## config.mk

```make
export PLATFORM = sky130hd
export DESIGN_NAME = pic_71059
export DESIGN_NICKNAME = d
export VERILOG_FILES = /design/src/rtl/m72_pkg.sv /design/src/rtl/pic_prio8.sv /design/src/rtl/pic_71059.sv
export SDC_FILE = /design/constraint.sdc
export NUM_CORES = 1
export LEC_CHECK = 0
export ABC_AREA = 1
export CORE_ASPECT_RATIO = 0.75
export CORE_MARGIN = 4
export CORE_UTILIZATION = 58
export DETAILED_ROUTE_END_ITERATION = 16
export PLACE_DENSITY = 0.84
export SETUP_SLACK_MARGIN = 0.15
export SLEW_MARGIN = 20
export SYNTH_ARGS = -nofsm -noshare
export SYNTH_HDL_FRONTEND = slang
export SYNTH_HIERARCHICAL = 1
export SYNTH_SLANG_ARGS = --single-unit
```

## constraint.sdc

```tcl
create_clock -name CLK_32M -period 5.8 [get_ports CLK_32M]
set_input_delay 0.87 -clock CLK_32M [delete_from_list [all_inputs] [get_ports CLK_32M]]
set_output_delay 0.87 -clock CLK_32M [all_outputs]
set_load 0.01 [all_outputs]
```

## src/rtl/m72_pkg.sv

```systemverilog
// Shared types and constants for the M72 interrupt controller slice.
package m72_pkg;

  typedef enum logic [1:0] {
    READY,
    ICW2,
    ICW3,
    ICW4
  } pic_state_t;

  localparam logic [2:0] PIC_EOI_NS = 3'b001;
  localparam logic [2:0] PIC_EOI_SP = 3'b011;

endpackage

```

## src/rtl/pic_prio8.sv

```systemverilog
// Lowest-set-bit encoder: bit 0 is the highest priority.
module pic_prio8
  import m72_pkg::*;
(
  input  logic [7:0] bits,
  output logic [2:0] idx,
  output logic       valid
);

  always_comb begin
    idx   = '0;
    valid = |bits;
    for (int unsigned i = 8; i > 0; i--) begin
      if (bits[i-1]) idx = 3'(i - 1);
    end
  end

endmodule

```

## src/rtl/pic_71059.sv

```systemverilog
// uPD71059-style 8-input priority interrupt controller for the V30 core.
// Optional feature: define PIC_AEOI_EN to honour the ICW4 auto-EOI bit.
module pic_71059
  import m72_pkg::*;
#(
  parameter int unsigned NUM_IR = 8
) (
  input  logic              CLK_32M,
  input  logic              reset,
  input  logic              CS,
  input  logic              A0,
  input  logic              IOWR,
  input  logic              IORD,
  input  logic [7:0]        DIN,
  output logic [7:0]        DOUT,
  input  logic [NUM_IR-1:0] IR,
  output logic              irq_rq,
  output logic [8:0]        irq_vector,
  input  logic              irq_ack
);

  pic_state_t state, state_n;
  logic [7:0] irr, isr, imr, ir_d, irr_n, isr_n;
  logic [3:0] t;
  logic [2:0] lvl, p_idx, s_idx;
  logic       p_vld, s_vld, pending;
  logic       ltim, sngl, ic4, ris, aeoi;
  logic       iowr_d, ack_d, wr, ack_take;
  logic       icw1, icw2_wr, icw4_wr, ocw1, ocw2, ocw3;

  pic_prio8 u_prio_req (.bits(irr & ~imr), .idx(p_idx), .valid(p_vld));
  pic_prio8 u_prio_isr (.bits(isr),        .idx(s_idx), .valid(s_vld));

  assign wr       = CS & IOWR & ~iowr_d;
  assign ack_take = irq_ack & ~ack_d & irq_rq;
  assign icw1     = wr & ~A0 & DIN[4];
  assign icw2_wr  = wr & A0 & (state == ICW2);
  assign icw4_wr  = wr & A0 & (state == ICW4);
  assign ocw1     = wr & A0 & (state == READY);
  assign ocw2     = wr & ~A0 & (DIN[4:3] == 2'b00) & (state == READY);
  assign ocw3     = wr & ~A0 & (DIN[4:3] == 2'b01) & (state == READY);
  assign pending  = p_vld & (~s_vld | (p_idx < s_idx)) & (state == READY);

  always_comb begin
    state_n = state;
    if (icw1) begin
      state_n = ICW2;
    end else if (wr && A0) begin
      case (state)
        ICW2:    state_n = !sngl ? ICW3 : (ic4 ? ICW4 : READY);
        ICW3:    state_n = ic4 ? ICW4 : READY;
        ICW4:    state_n = READY;
        default: state_n = state;
      endcase
    end
  end

  // Ack clears the served request before new edges are merged, so a fresh edge on the same line survives.
  always_comb begin
    irr_n = irr;
    if (ltim) begin
      irr_n = IR;
    end else begin
      if (ack_take) irr_n[lvl] = 1'b0;
      irr_n = irr_n | (IR & ~ir_d);
    end
    isr_n = isr;
    if (ocw2 && DIN[7:5] == PIC_EOI_NS && s_vld) isr_n[s_idx] = 1'b0;
    if (ocw2 && DIN[7:5] == PIC_EOI_SP) isr_n[DIN[2:0]] = 1'b0;
    if (ack_take && !aeoi) isr_n[lvl] = 1'b1;
  end

  always_comb begin
    DOUT = '0;
    if (CS && IORD) DOUT = A0 ? imr : (ris ? isr : irr);
  end

  always_ff @(posedge CLK_32M) begin
    if (reset) begin
      state      <= READY;
      irr        <= '0;
      isr        <= '0;
      imr        <= '1;
      ir_d       <= '0;
      t          <= '0;
      ltim       <= 1'b0;
      sngl       <= 1'b0;
      ic4        <= 1'b0;
      ris        <= 1'b0;
      lvl        <= '0;
      iowr_d     <= 1'b0;
      ack_d      <= 1'b0;
      irq_rq     <= 1'b0;
      irq_vector <= '0;
    end else begin
      state  <= state_n;
      iowr_d <= IOWR;
      ack_d  <= irq_ack;
      if (icw1) begin
        ltim   <= DIN[3];
        sngl   <= DIN[1];
        ic4    <= DIN[0];
        irr    <= '0;
        isr    <= '0;
        ir_d   <= '0;
        imr    <= '0;
        irq_rq <= 1'b0;
      end else begin
        ir_d <= IR;
        irr  <= irr_n;
        isr  <= isr_n;
        if (icw2_wr) t <= DIN[6:3];
        if (ocw1) imr <= DIN;
        if (ocw3 && DIN[1]) ris <= DIN[0];
        // The chosen level is frozen until the ack so the vector stays stable.
        if (ack_take) begin
          irq_rq <= 1'b0;
        end else if (!irq_rq && pending) begin
          irq_rq     <= 1'b1;
          lvl        <= p_idx;
          irq_vector <= {t, p_idx, 2'b00};
        end
      end
    end
  end

`ifdef PIC_AEOI_EN
  always_ff @(posedge CLK_32M) begin
    if (reset || icw1) aeoi <= 1'b0;
    else if (icw4_wr)  aeoi <= DIN[1] & ic4;
  end
`else
  assign aeoi = 1'b0;
`endif

endmodule

```

==> flow_summary.html <==
<h2>Implementation results</h2>
<table>
<tr><th>Metric</th><th>Value</th></tr>
<tr><th colspan="2">Die</th></tr>
<tr><td>Row count</td><td>21</td></tr>
<tr><td>Overall die height</td><td>68.3 um</td></tr>
<tr><td>Horizontal die dimension</td><td>88.4 um</td></tr>
<tr><td>Number of I/O pins</td><td>around 40</td></tr>
<tr><td>Full die area</td><td>0.00604 sq mm</td></tr>
<tr><td>Count of inserted tapcells</td><td>about 57</td></tr>
<tr><th colspan="2">Power</th></tr>
<tr><td>Total power per unit cell area</td><td>between 200 and 250 mW/mm^2</td></tr>
<tr><td>Cell internal pwr</td><td>approximately 0.55 mW</td></tr>
<tr><td>Comb power frac</td><td>0.165</td></tr>
<tr><td>Overall Power</td><td>0.752 mW</td></tr>
<tr><td>Fraction of power consumed by sequential logic</td><td>0.514</td></tr>
<tr><td>Power consumed by the clock network</td><td>0.242 mW</td></tr>
<tr><td>Leak Pwr</td><td>1.44 nW</td></tr>
<tr><td>Max IR drop VDD</td><td>~130 uV</td></tr>
<tr><td>Biggest consumer</td><td>registers</td></tr>
<tr><td>Clock share of power</td><td>0.321</td></tr>
<tr><td>Net switching power of the design</td><td>between 0.15 and 0.2 mW</td></tr>
<tr><td>Power Combinational</td><td>0.124 mW</td></tr>
<tr><td>Net switching fraction of the power</td><td>0.264</td></tr>
<tr><th colspan="2">Critical path</th></tr>
<tr><td>Worst Path Max Fanout</td><td>11</td></tr>
<tr><td>CP arrival</td><td>~2.5 ns</td></tr>
<tr><td>Startpoint-to-endpoint class of the critical path</td><td>input pin to output port</td></tr>
<tr><td>Crit path required time</td><td>4.93 ns</td></tr>
<tr><td>Worst-path cell chain</td><td>clkdlybuf4s50_1 -&gt; inv_2 -&gt; nor2_1 -&gt; nor2_1 -&gt; o21ai_0 -&gt; inv_1 -&gt; clkdlybuf4s50_1</td></tr>
<tr><td>CP max-delay cell</td><td>clkdlybuf4s50_1</td></tr>
<tr><td>Delay of the slowest critical-path stage</td><td>approximately 0.58 ns</td></tr>
<tr><td>Startpoint class of the critical path</td><td>input pin</td></tr>
<tr><th colspan="2">Finish</th></tr>
<tr><td>Syn-to-layout area delta</td><td>17.3%</td></tr>
<tr><td>Cell type taking the most area</td><td>combinational gates</td></tr>
<tr><td>Non-Clock Buffer Area Fraction</td><td>0.115</td></tr>
<tr><td>Final instance area</td><td>approximately 0.0033 sq mm</td></tr>
<tr><td>Number of multi-input combinational cells in the layout</td><td>around 290</td></tr>
<tr><td>Fraction of area in multi-input gates</td><td>0.425</td></tr>
<tr><td>Most used cells in the layout excluding fill and tap cells</td><td>nand2_1, inv_1, nor2_1, dfxtp_1, clkdlybuf4s50_1</td></tr>
<tr><td>Most common cell after layout, fill and taps aside</td><td>nand2_1</td></tr>
<tr><td>Clock distribution area overhead in the final layout</td><td>0.0326</td></tr>
<tr><td>Number of filler cells placed in the layout</td><td>slightly below 400</td></tr>
<tr><td>Count of clock buffers in the final design</td><td>6</td></tr>
<tr><td>Total number of nets in the final design</td><td>around 490</td></tr>
<tr><td>Number of cells in the finished layout apart from fillers</td><td>between 500 and 600</td></tr>
<tr><td>Seq/total area</td><td>0.315</td></tr>
<tr><td>Sequential Area</td><td>between 0.001 and 0.0015 sq mm</td></tr>
<tr><td>Non-Clock Buffer Count</td><td>38</td></tr>
<tr><td>Layout cells sized above 1</td><td>0.0645</td></tr>
<tr><td>Combined area of the multi-input logic cells</td><td>0.00140 sq mm</td></tr>
<tr><td>Number of signal-net inverters in the final layout</td><td>roughly 80</td></tr>
<tr><td># diodes</td><td>0</td></tr>
<tr><td>Final sequential cell count</td><td>between 50 and 60</td></tr>
<tr><th colspan="2">Route</th></tr>
<tr><td>Routed wire per std cell</td><td>about 13 um</td></tr>
<tr><td>M1 wire length</td><td>3400 um</td></tr>
<tr><td># DRC</td><td>0</td></tr>
<tr><td>Drt first pass iters</td><td>5</td></tr>
<tr><td>Routed Antenna Nets</td><td>0</td></tr>
<tr><td>1st-iter DRT viols</td><td>approximately 190</td></tr>
<tr><td>Uppermost routed layer</td><td>met4</td></tr>
<tr><td>Via count of the routed design</td><td>approximately 2.8k</td></tr>
<tr><td>Met3 wirelength from detailed routing</td><td>551 um</td></tr>
<tr><td>Post-detailed-routing wire length</td><td>approximately 6900 um</td></tr>
<tr><td>Routed wl met2</td><td>2900 um</td></tr>
<tr><td>Via-per-instance ratio</td><td>5.36</td></tr>
<tr><th colspan="2">Synth</th></tr>
<tr><td>Ranking of synthesized cells by area</td><td>dfxtp_1, nand2_1, inv_1</td></tr>
<tr><td>Most used standard cells in the synthesized netlist</td><td>nand2_1, inv_1, nor2_1, dfxtp_1</td></tr>
<tr><td>Cell total in the yosys stat output</td><td>~430</td></tr>
<tr><td>Multiplexer share of the synthesized area</td><td>0</td></tr>
<tr><td>Fraction of the yosys area taken by sequential cells</td><td>0.370</td></tr>
<tr><td>Post-Synth XOR/XNOR Area</td><td>0</td></tr>
<tr><td>Dominant register cell in the synthesized netlist</td><td>dfxtp_1</td></tr>
<tr><td>Post-synthesis share of cell area spent on and-or and or-and gates</td><td>0.138</td></tr>
<tr><td>Cell Type Count</td><td>30</td></tr>
<tr><td>Tally of yosys warning messages</td><td>6</td></tr>
<tr><td>Chip Area, Yosys</td><td>roughly 0.0028 sq mm</td></tr>
<tr><td>Number of synthesized register bits</td><td>52</td></tr>
<tr><td>Syn Inst Count</td><td>~430</td></tr>
<tr><td>Yosys top cell by instances</td><td>nand2_1</td></tr>
<tr><td>Post-synthesis cell area</td><td>about 0.0028 sq mm</td></tr>
<tr><td>Most area-hungry cell type in the Yosys netlist</td><td>dfxtp_1</td></tr>
<tr><td>FA/HA/MAJ Cells, Area Fraction</td><td>0.00889</td></tr>
<tr><td>Share of flip-flops with an asynchronous set or reset</td><td>0</td></tr>
<tr><td>Fraction of synthesized cell area taken by the top area cell type</td><td>0.370</td></tr>
<tr><td>Flip-flops with a built-in enable</td><td>0</td></tr>
<tr><td>Average footprint of a synthesized cell</td><td>roughly 6.6 sq um</td></tr>
<tr><td>Dominant non-sequential cell family after synthesis</td><td>simple AND/OR/NAND/NOR gates</td></tr>
<tr><td>Simple-Gate Fraction of Synth Area</td><td>0.349</td></tr>
<tr><th colspan="2">Final timing</th></tr>
<tr><td>Total negative slack for setup checks</td><td>0 ns</td></tr>
<tr><td>Final hold vios</td><td>0</td></tr>
<tr><td>Fin. max-slew vios</td><td>0</td></tr>
<tr><td>Post-route clock period utilization</td><td>0.585</td></tr>
<tr><td>Worst clock skew</td><td>between 0.009 and 0.01 ns</td></tr>
<tr><td>Endpoints failing setup</td><td>0</td></tr>
<tr><td>Max Freq</td><td>just under 0.3 GHz</td></tr>
<tr><td>Worst relative slew slack</td><td>0.590</td></tr>
<tr><td>Final WS setup</td><td>about 2.4 ns</td></tr>
<tr><td>Setup repair after global routing missed its margin</td><td>false</td></tr>
<tr><td>Transition at the pin with the smallest max-transition slack</td><td>between 0.6 and 0.7 ns</td></tr>
<tr><td>Min Clock Period, post-route</td><td>3.39 ns</td></tr>
<tr><td>Post-route worst hold slack</td><td>0.456 ns</td></tr>
<tr><th colspan="2">Global route</th></tr>
<tr><td>Largest net degree at the start of global routing</td><td>26</td></tr>
<tr><td>Overall routing resource usage</td><td>0.247</td></tr>
<tr><td>Vias in the first global route</td><td>between 2k and 2.5k</td></tr>
<tr><td>Global-route met1 utilization</td><td>0.365</td></tr>
<tr><td>Initial antenna violation count</td><td>0</td></tr>
<tr><td>GR met3 Demand/Resource</td><td>0.0409</td></tr>
<tr><td>Busiest metal layer after global routing</td><td>met2</td></tr>
<tr><td>Grt ovf</td><td>0</td></tr>
<tr><td>Wire length of the first global-routing pass</td><td>11500 um</td></tr>
<tr><td>Met2 layer usage reported by global route</td><td>0.370</td></tr>
<tr><th colspan="2">Clock tree</th></tr>
<tr><td>Post-CTS Hold Buffers</td><td>0</td></tr>
<tr><td>Clock Tree Root</td><td>clkbuf_8</td></tr>
<tr><td>Clock transition at the registers of the reported paths</td><td>around 0.090 ns</td></tr>
<tr><td>Post-CTS setup buffer count</td><td>0</td></tr>
<tr><td>Max Root-Sink Buffers</td><td>2</td></tr>
<tr><td>H-tree depth</td><td>2</td></tr>
<tr><td>Total CTS buffers</td><td>5</td></tr>
<tr><td>Quantity of gates resized following cts</td><td>0</td></tr>
<tr><th colspan="2">Place</th></tr>
<tr><td>Placed instance area</td><td>roughly 0.0032 sq mm</td></tr>
<tr><td>Number of port buffers</td><td>38</td></tr>
<tr><td>Placed wire-length estimate after detailed placement</td><td>~5500 um</td></tr>
<tr><td>Weighted congestion reported at the end of routability-driven placement</td><td>0.926</td></tr>
<tr><td>Number of cells after detailed placement</td><td>roughly 510</td></tr>
<tr><td>Worst-case setup slack after placement</td><td>between 2 and 2.5 ns</td></tr>
<tr><th colspan="2">Job</th></tr>
<tr><td>Number of max-capacitance violations reported</td><td>0</td></tr>
<tr><td>Tool warning count</td><td>26</td></tr>
<tr><th colspan="2">Status</th></tr>
<tr><td>Result of the run</td><td>complete, no violations</td></tr>
<tr><th colspan="2">Hold path</th></tr>
<tr><td>Worst Hold Class</td><td>register to register</td></tr>
</table>
==> worst paths after layout <==
path                     startpoint                         end  slack [ns]  cells past startpoint
setup / recovery                 A0                     DOUT[1]        2.41                      7
hold / removal    t[1]$_SDFFE_PP0P_           t[1]$_SDFFE_PP0P_        0.46                      2
setup reg to reg  isr[7]$_SDFF_PP0_  irq_vector[5]$_SDFFE_PP0P_        3.40                     12
hold reg to reg   t[1]$_SDFFE_PP0P_           t[1]$_SDFFE_PP0P_        0.46                      2
==> worst max-delay path: cells and delay by family <==
kind            cells  cell delay, ns
simple gates        2            0.13
compound gates      1            0.10
buf+inv             4            1.42
==> state kept, by name, indices dropped and copies added, names as in the netlist, 2 cells and up <==
name        cells
t               4
lvl             2
imr             8
ir_d            8
irr             8
isr             8
irq_vector      5
state           2
**Clock wiring as the flow saved it**

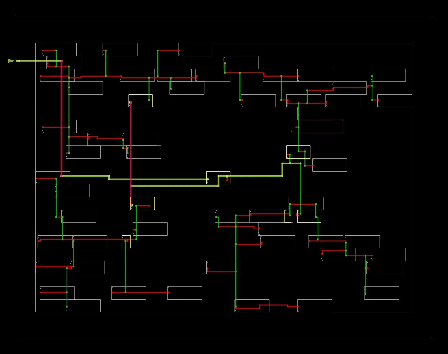
clock sink total: 52
insertion delay to the later sink of the worst-skew pair: 0.30 ns

**Metal 2**

Drawn at 4 px/um.
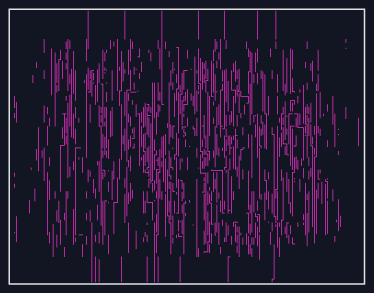
nets with wire on the layer = 388
wire length on this layer = 2900 um
main direction = vertical
share of all routed wire = 42%
longest straight run = 24.8 um

**Sequential cells grouped by signal name**

Drawn at 4 px/um. Other sequential cells in the stronger grey, the rest of the logic in the fainter grey.
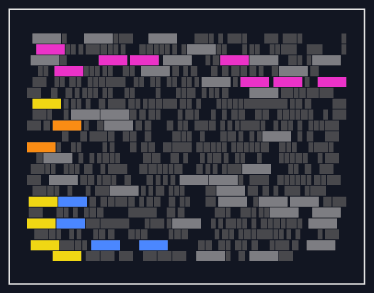
magenta -> irr  # placed flops 8
orange -> lvl  # placed flops 2
blue -> t  # placed flops 4, where south-west
yellow -> irq_vector  # placed flops 5
not coloured = 33
Sequential Power: 0.386 mW
share of the core filled with cells: 0.722

**Placement density heat map**

Drawn at 4 px/um. 9 x 7 tiles, from black (low) to pale yellow (high), 0 to 100% covered.
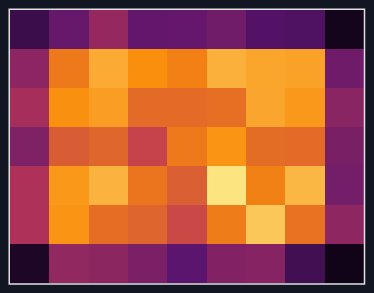
fullest tile = 94%
densest ninth of the die = centre
mean over tiles = 54%
core area: 0.00457 sq mm
fp util: 0.615

Power and IR drop assume default switching activity.
